**Gate families picked out**

Drawn at 4 px/micron.
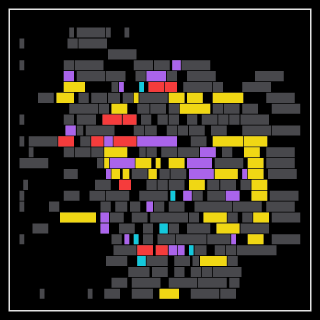
**Layout detail**

Window x 46 to 66, y 9 to 29 microns. Cells in gray, sequential cells in the stronger gray; small squares are vias.
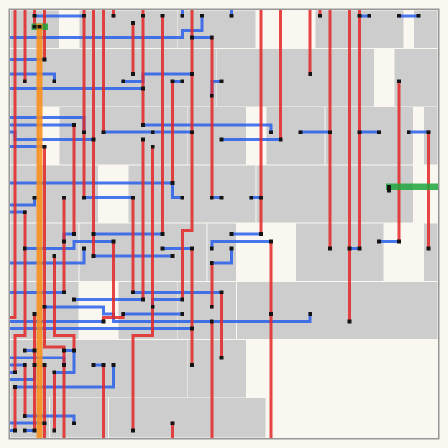
**Wiring by layer**

Drawn at 4 px/micron.
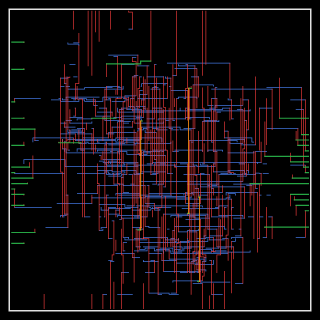
**Clock distribution**

Drawn at 4 px/micron.
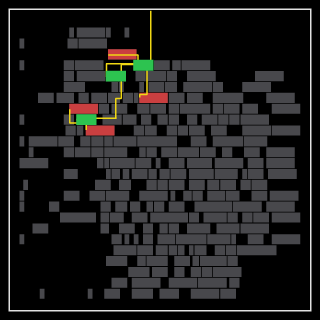
$ cat src/rtl/control_unit.sv
// rtl/control_unit.sv - hardwired T0..T5 sequencer and instruction decoder for the cpu datapath
// Optional feature: define CONTROL_FPU_EN to decode opcode 1B as an FPU instruction.
module control_unit (
  input  logic        clk,
  input  logic        clr,
  input  logic [31:0] ir_out,
  input  logic        branch_condition,
  output logic        ir_en,
  output logic        pc_increment,
  output logic        pc_in_alu,
  output logic        pc_in_rf_a,
  output logic        ma_in_pc,
  output logic        ma_in_alu,
  output logic        alu_a_in_rf,
  output logic        alu_a_in_pc,
  output logic        alu_b_in_rf,
  output logic        alu_b_in_constant,
  output logic        lo_en,
  output logic        hi_en,
  output logic        rf_in_alu,
  output logic        rf_in_hi,
  output logic        rf_in_lo,
  output logic        rf_in_memory,
  output logic        rf_in_fpu,
  output logic        memory_en,
  output logic [11:0] alu_select,
  output logic [11:0] fpu_select,
  output logic        fpu_mode,
  output logic        run,
  output logic        illegal
);

  // Opcode map (ir_out[31:27])
  localparam logic [4:0] OP_LD   = 5'h00;
  localparam logic [4:0] OP_LDI  = 5'h01;
  localparam logic [4:0] OP_ST   = 5'h02;
  localparam logic [4:0] OP_ADD  = 5'h03;
  localparam logic [4:0] OP_SUB  = 5'h04;
  localparam logic [4:0] OP_SHR  = 5'h05;
  localparam logic [4:0] OP_SHL  = 5'h06;
  localparam logic [4:0] OP_ROR  = 5'h07;
  localparam logic [4:0] OP_ROL  = 5'h08;
  localparam logic [4:0] OP_AND  = 5'h09;
  localparam logic [4:0] OP_OR   = 5'h0A;
  localparam logic [4:0] OP_ADDI = 5'h0B;
  localparam logic [4:0] OP_ANDI = 5'h0C;
  localparam logic [4:0] OP_ORI  = 5'h0D;
  localparam logic [4:0] OP_MUL  = 5'h0E;
  localparam logic [4:0] OP_DIV  = 5'h0F;
  localparam logic [4:0] OP_NEG  = 5'h10;
  localparam logic [4:0] OP_NOT  = 5'h11;
  localparam logic [4:0] OP_BR   = 5'h12;
  localparam logic [4:0] OP_JR   = 5'h13;
  localparam logic [4:0] OP_JAL  = 5'h14;
  localparam logic [4:0] OP_MFHI = 5'h17;
  localparam logic [4:0] OP_MFLO = 5'h18;
  localparam logic [4:0] OP_NOP  = 5'h19;
  localparam logic [4:0] OP_HALT = 5'h1A;
`ifdef CONTROL_FPU_EN
  localparam logic [4:0] OP_FPU  = 5'h1B;
`endif

  // One-hot ALU operations, bit order {not,neg,div,mul,or,and,rol,ror,shl,shr,sub,add}
  localparam logic [11:0] ALU_ADD = 12'h001;
  localparam logic [11:0] ALU_SUB = 12'h002;
  localparam logic [11:0] ALU_SHR = 12'h004;
  localparam logic [11:0] ALU_SHL = 12'h008;
  localparam logic [11:0] ALU_ROR = 12'h010;
  localparam logic [11:0] ALU_ROL = 12'h020;
  localparam logic [11:0] ALU_AND = 12'h040;
  localparam logic [11:0] ALU_OR  = 12'h080;
  localparam logic [11:0] ALU_MUL = 12'h100;
  localparam logic [11:0] ALU_DIV = 12'h200;
  localparam logic [11:0] ALU_NEG = 12'h400;
  localparam logic [11:0] ALU_NOT = 12'h800;

  typedef enum logic [2:0] {
    T0   = 3'd0,
    T1   = 3'd1,
    T2   = 3'd2,
    T3   = 3'd3,
    T4   = 3'd4,
    T5   = 3'd5,
    HALT = 3'd6
  } state_t;

  state_t state, next_state;

  logic [4:0]  opcode;
  logic [11:0] alu_op;
  logic        is_reg_alu;   // rf op rf -> rf
  logic        is_imm_alu;   // rf op constant -> rf
  logic        is_muldiv;    // rf op rf -> HI/LO
  logic        is_mfhi;
  logic        is_mflo;
  logic        is_ld;
  logic        is_st;
  logic        is_br;
  logic        is_jr;
  logic        is_jal;
  logic        is_halt;
  logic        is_illegal;

  assign opcode = ir_out[31:27];

`ifdef CONTROL_FPU_EN
  logic [3:0]  fpu_fn;
  logic        is_fpu;
  logic [11:0] fpu_op;
  logic        unused_ir;

  assign fpu_fn    = ir_out[3:0];
  assign fpu_op    = 12'b1 << fpu_fn;
  assign unused_ir = ^ir_out[26:4];
`else
  logic        unused_ir;

  assign unused_ir = ^ir_out[26:0];
`endif

  // Instruction decode: classify the opcode and pick the ALU operation
  always_comb begin
    alu_op     = 12'h000;
    is_reg_alu = 1'b0;
    is_imm_alu = 1'b0;
    is_muldiv  = 1'b0;
    is_mfhi    = 1'b0;
    is_mflo    = 1'b0;
    is_ld      = 1'b0;
    is_st      = 1'b0;
    is_br      = 1'b0;
    is_jr      = 1'b0;
    is_jal     = 1'b0;
    is_halt    = 1'b0;
    is_illegal = 1'b0;
`ifdef CONTROL_FPU_EN
    is_fpu     = 1'b0;
`endif
    case (opcode)
      OP_LD:   begin is_ld = 1'b1;      alu_op = ALU_ADD; end
      OP_LDI:  begin is_imm_alu = 1'b1; alu_op = ALU_ADD; end
      OP_ST:   begin is_st = 1'b1;      alu_op = ALU_ADD; end
      OP_ADD:  begin is_reg_alu = 1'b1; alu_op = ALU_ADD; end
      OP_SUB:  begin is_reg_alu = 1'b1; alu_op = ALU_SUB; end
      OP_SHR:  begin is_reg_alu = 1'b1; alu_op = ALU_SHR; end
      OP_SHL:  begin is_reg_alu = 1'b1; alu_op = ALU_SHL; end
      OP_ROR:  begin is_reg_alu = 1'b1; alu_op = ALU_ROR; end
      OP_ROL:  begin is_reg_alu = 1'b1; alu_op = ALU_ROL; end
      OP_AND:  begin is_reg_alu = 1'b1; alu_op = ALU_AND; end
      OP_OR:   begin is_reg_alu = 1'b1; alu_op = ALU_OR;  end
      OP_ADDI: begin is_imm_alu = 1'b1; alu_op = ALU_ADD; end
      OP_ANDI: begin is_imm_alu = 1'b1; alu_op = ALU_AND; end
      OP_ORI:  begin is_imm_alu = 1'b1; alu_op = ALU_OR;  end
      OP_MUL:  begin is_muldiv = 1'b1;  alu_op = ALU_MUL; end
      OP_DIV:  begin is_muldiv = 1'b1;  alu_op = ALU_DIV; end
      OP_NEG:  begin is_reg_alu = 1'b1; alu_op = ALU_NEG; end
      OP_NOT:  begin is_reg_alu = 1'b1; alu_op = ALU_NOT; end
      OP_BR:   begin is_br = 1'b1;      alu_op = ALU_ADD; end
      OP_JR:   is_jr = 1'b1;
      OP_JAL:  begin is_jal = 1'b1;     alu_op = ALU_ADD; end
      OP_MFHI: is_mfhi = 1'b1;
      OP_MFLO: is_mflo = 1'b1;
      OP_NOP:  ;
      OP_HALT: is_halt = 1'b1;
`ifdef CONTROL_FPU_EN
      OP_FPU: begin
        // Only function codes 0..11 name an FPU operation
        if (fpu_fn < 4'd12) is_fpu = 1'b1;
        else                is_illegal = 1'b1;
      end
`endif
      default: is_illegal = 1'b1;
    endcase
  end

  // State register and sticky illegal-opcode flag
  always_ff @(posedge clk) begin
    if (clr) begin
      state   <= T0;
      illegal <= 1'b0;
    end else begin
      state <= next_state;
      if (state == T3 && is_illegal) illegal <= 1'b1;
    end
  end

  // Next-state: fetch T0..T2, then execute length depends on the opcode
  always_comb begin
    next_state = T0;
    case (state)
      T0: next_state = T1;
      T1: next_state = T2;
      T2: next_state = T3;
      T3: begin
        if (is_halt)                        next_state = HALT;
        else if (is_ld || is_st || is_jal)  next_state = T4;
        else                                next_state = T0;
      end
      T4:      next_state = is_ld ? T5 : T0;
      T5:      next_state = T0;
      HALT:    next_state = HALT;
      default: next_state = T0;
    endcase
  end

  // Control outputs: decode of the current state and opcode, forced low while clr is high
  always_comb begin
    ir_en             = 1'b0;
    pc_increment      = 1'b0;
    pc_in_alu         = 1'b0;
    pc_in_rf_a        = 1'b0;
    ma_in_pc          = 1'b0;
    ma_in_alu         = 1'b0;
    alu_a_in_rf       = 1'b0;
    alu_a_in_pc       = 1'b0;
    alu_b_in_rf       = 1'b0;
    alu_b_in_constant = 1'b0;
    lo_en             = 1'b0;
    hi_en             = 1'b0;
    rf_in_alu         = 1'b0;
    rf_in_hi          = 1'b0;
    rf_in_lo          = 1'b0;
    rf_in_memory      = 1'b0;
    rf_in_fpu         = 1'b0;
    memory_en         = 1'b0;
    alu_select        = 12'h000;
    fpu_select        = 12'h000;
    fpu_mode          = 1'b0;
    if (!clr) begin
      case (state)
        T0: begin
          pc_increment = 1'b1;
          ma_in_pc     = 1'b1;
        end
        T2: ir_en = 1'b1;
        T3: begin
          if (is_reg_alu) begin
            alu_a_in_rf = 1'b1;
            alu_b_in_rf = 1'b1;
            rf_in_alu   = 1'b1;
            alu_select  = alu_op;
          end
          if (is_imm_alu) begin
            alu_a_in_rf       = 1'b1;
            alu_b_in_constant = 1'b1;
            rf_in_alu         = 1'b1;
            alu_select        = alu_op;
          end
          if (is_muldiv) begin
            alu_a_in_rf = 1'b1;
            alu_b_in_rf = 1'b1;
            alu_select  = alu_op;
            lo_en       = 1'b1;
            hi_en       = 1'b1;
          end
          if (is_mfhi) rf_in_hi = 1'b1;
          if (is_mflo) rf_in_lo = 1'b1;
          // Loads and stores both form the effective address in MA
          if (is_ld || is_st) begin
            alu_a_in_rf       = 1'b1;
            alu_b_in_constant = 1'b1;
            alu_select        = alu_op;
            ma_in_alu         = 1'b1;
          end
          if (is_br) begin
            alu_a_in_pc       = 1'b1;
            alu_b_in_constant = 1'b1;
            alu_select        = alu_op;
            pc_in_alu         = branch_condition;
          end
          if (is_jr) pc_in_rf_a = 1'b1;
          // jal writes PC+0 (the link) to the register file before jumping in T4
          if (is_jal) begin
            alu_a_in_pc       = 1'b1;
            alu_b_in_constant = 1'b1;
            alu_select        = alu_op;
            rf_in_alu         = 1'b1;
          end
`ifdef CONTROL_FPU_EN
          if (is_fpu) begin
            fpu_mode   = 1'b1;
            fpu_select = fpu_op;
          end
`endif
        end
        T4: begin
          if (is_st)  memory_en  = 1'b1;
          if (is_jal) pc_in_rf_a = 1'b1;
        end
        T5: begin
          if (is_ld) rf_in_memory = 1'b1;
        end
        default: ;
      endcase
    end
  end

  assign run = (state != HALT);

endmodule
$ cat config.mk
export PLATFORM = sky130hd
export DESIGN_NAME = control_unit
export DESIGN_NICKNAME = d
export VERILOG_FILES = /design/src/rtl/control_unit.sv
export SDC_FILE = /design/constraint.sdc
export NUM_CORES = 1
export LEC_CHECK = 0
export CAP_MARGIN = 20
export CELL_PAD_IN_SITES_DETAIL_PLACEMENT = 0
export CELL_PAD_IN_SITES_GLOBAL_PLACEMENT = 1
export CORE_MARGIN = 2
export CORE_UTILIZATION = 17
export CTS_CLUSTER_DIAMETER = 120
export CTS_CLUSTER_SIZE = 20
export DETAILED_ROUTE_END_ITERATION = 8
export GPL_ROUTABILITY_DRIVEN = 1
export PLACE_DENSITY = 0.8
export SETUP_SLACK_MARGIN = 0.15
export SLEW_MARGIN = 40
export SYNTH_ARGS = -nofsm -noshare
export SYNTH_HDL_FRONTEND = slang
export SYNTH_SLANG_ARGS = --single-unit
$ cat constraint.sdc
create_clock -name clk -period 2.05 [get_ports clk]
set_input_delay 0.5125 -clock clk [delete_from_list [all_inputs] [get_ports clk]]
set_output_delay 0.5125 -clock clk [all_outputs]
set_load 0.05 [all_outputs]
==> qor.yml <==
setup_path:
  endpoint: "pc_in_rf_a"
  cp-start-kind: "primary input"
  max_stage_delay_ps: 500
  reg2reg_from: "state[1]$_SDFF_PP0_"
  r2r-end: "state[2]$_SDFF_PP0_"
  critPathKind: "primary input to primary output"
  ff2ff_path_depth: 5
  cp_num_buf_inv: 2
  path_cells: "buf_6 > or4b_4 > or4_4 > a21oi_4 > buf_12"
  cp-startpoint: "clr"
  cp.depth: 5
finish:
  reg.largest.list: "state (3), illegal (1)"
  largest_reg_flops: 3
  syn_to_final_growth_pct: 212
  final_cells: 294
  utilization_pct: 55.9
synth:
  netlist_instances: 134
  topCellsByArea: "buf_4, dfxtp_1, nor2_1"
  ys_sh_mux_pct: 0
  ys.flop_type: "dfxtp_1"
  synth.avg_cell_area_sq_um: 6.40
  top_logic_kind: "simple AND/OR/NAND/NOR gates"
clock_tree:
  cts_hold_buf: 0
  post_cts_buffers: 15
  clk_pin_slew_worst_paths_ps: 30
  htreeDepth: 1
  tritoncts: "done"
  cts_sinks: 4
placed_design:
  io_buffers: 38
  dpl.hpwl_mm: 2.86
  dp_cells: 275
route:
  drtIter0Drc: 53
  firstDrtPassIters: 4
  drcViolationCount: 0
  final_antenna_net_count: 0
power_and_ir_drop:
  ir_drop_mv: 0.220
  p_int_mw: 0.392
  p_clk_share_pct: 24.2
  maxPowerGroup: "combinational logic"
final_timing:
  fin_ws_ps: -344
  setup_viol: 24
  hold_violations: 0
  clock_skew_ps: 1.88
run_status:
  outcome: "finished, violations left"
  violations: "negative setup slack"
global_route:
  met2_usage_pct: 29.1
floorplanning:
  die_area_sq_mm: 0.00563
  core_sq_mm: 0.00479
min_path:
  min_to: "illegal$_SDFFE_PP0P_"
## Picture notes: 'gate families picked out'
and/or cells: drawn in red, cells 10. nor cells: drawn in yellow, cells 32. inv cells: drawn in cyan, cells 6. nand cells: drawn in purple, cells 22.

## Picture notes: 'layout detail'
M3: drawn in green. M1: drawn in blue. M2: drawn in red. M4: drawn in orange.
Most frequent: buf_4 (9), nor2_4 (3), buf_12 (3). Sequential cells in the window: 0. 27 logic cells have their middle in the window.

## Picture notes: 'wiring by layer'
M3: drawn in green, wire length 148 microns. M1: drawn in blue, wire length 1,550 microns. M2: drawn in red, wire length 2,330 microns. M4: drawn in orange, wire length 79.6 microns.
Tot GR Track Use: 15.3%
post-DR wirelength/cell: 14.0 microns
DRT Wirelength: 4.10 mm
total number of vias: 1,303

## Picture notes: 'clock distribution'
clock wires: drawn in yellow, length 89.2 microns. clock-net drivers: drawn in green, count 3. flip-flops: drawn in red, count 4.
There are 4 routed clock nets.

## worst min-delay path, cell delays in order (launching register included)
cell and delay [ps]:
dfxtp_1 310, inv_1 60, a221oi_1 60
## synth_stat cells (2+ instances only)
cell / instances
buf_4: 16
nor2_1: 16
clkbuf_1: 10
nand2_1: 8
a21oi_1: 7
nand3_1: 6
nor3_1: 6
inv_1: 5
dfxtp_1: 4
nor4_1: 4
a211oi_1: 3
a311oi_1: 3
buf_2: 3
nand2b_1: 3
nor2b_1: 3
a221oi_1: 2
buf_6: 2
nand3b_1: 2
nand4_1: 2
o21ai_0: 2
xnor2_1: 2
## area by class of cell
class	count	area (sq um)	area share, %
multi-input combinational	106	1100	41.1
clock buffer	3	41.3	1.54
timing repair buffer	108	1340	50.2
tap	67	83.8	3.13
sequential	4	80.1	2.99
inverter	6	27.5	1.03
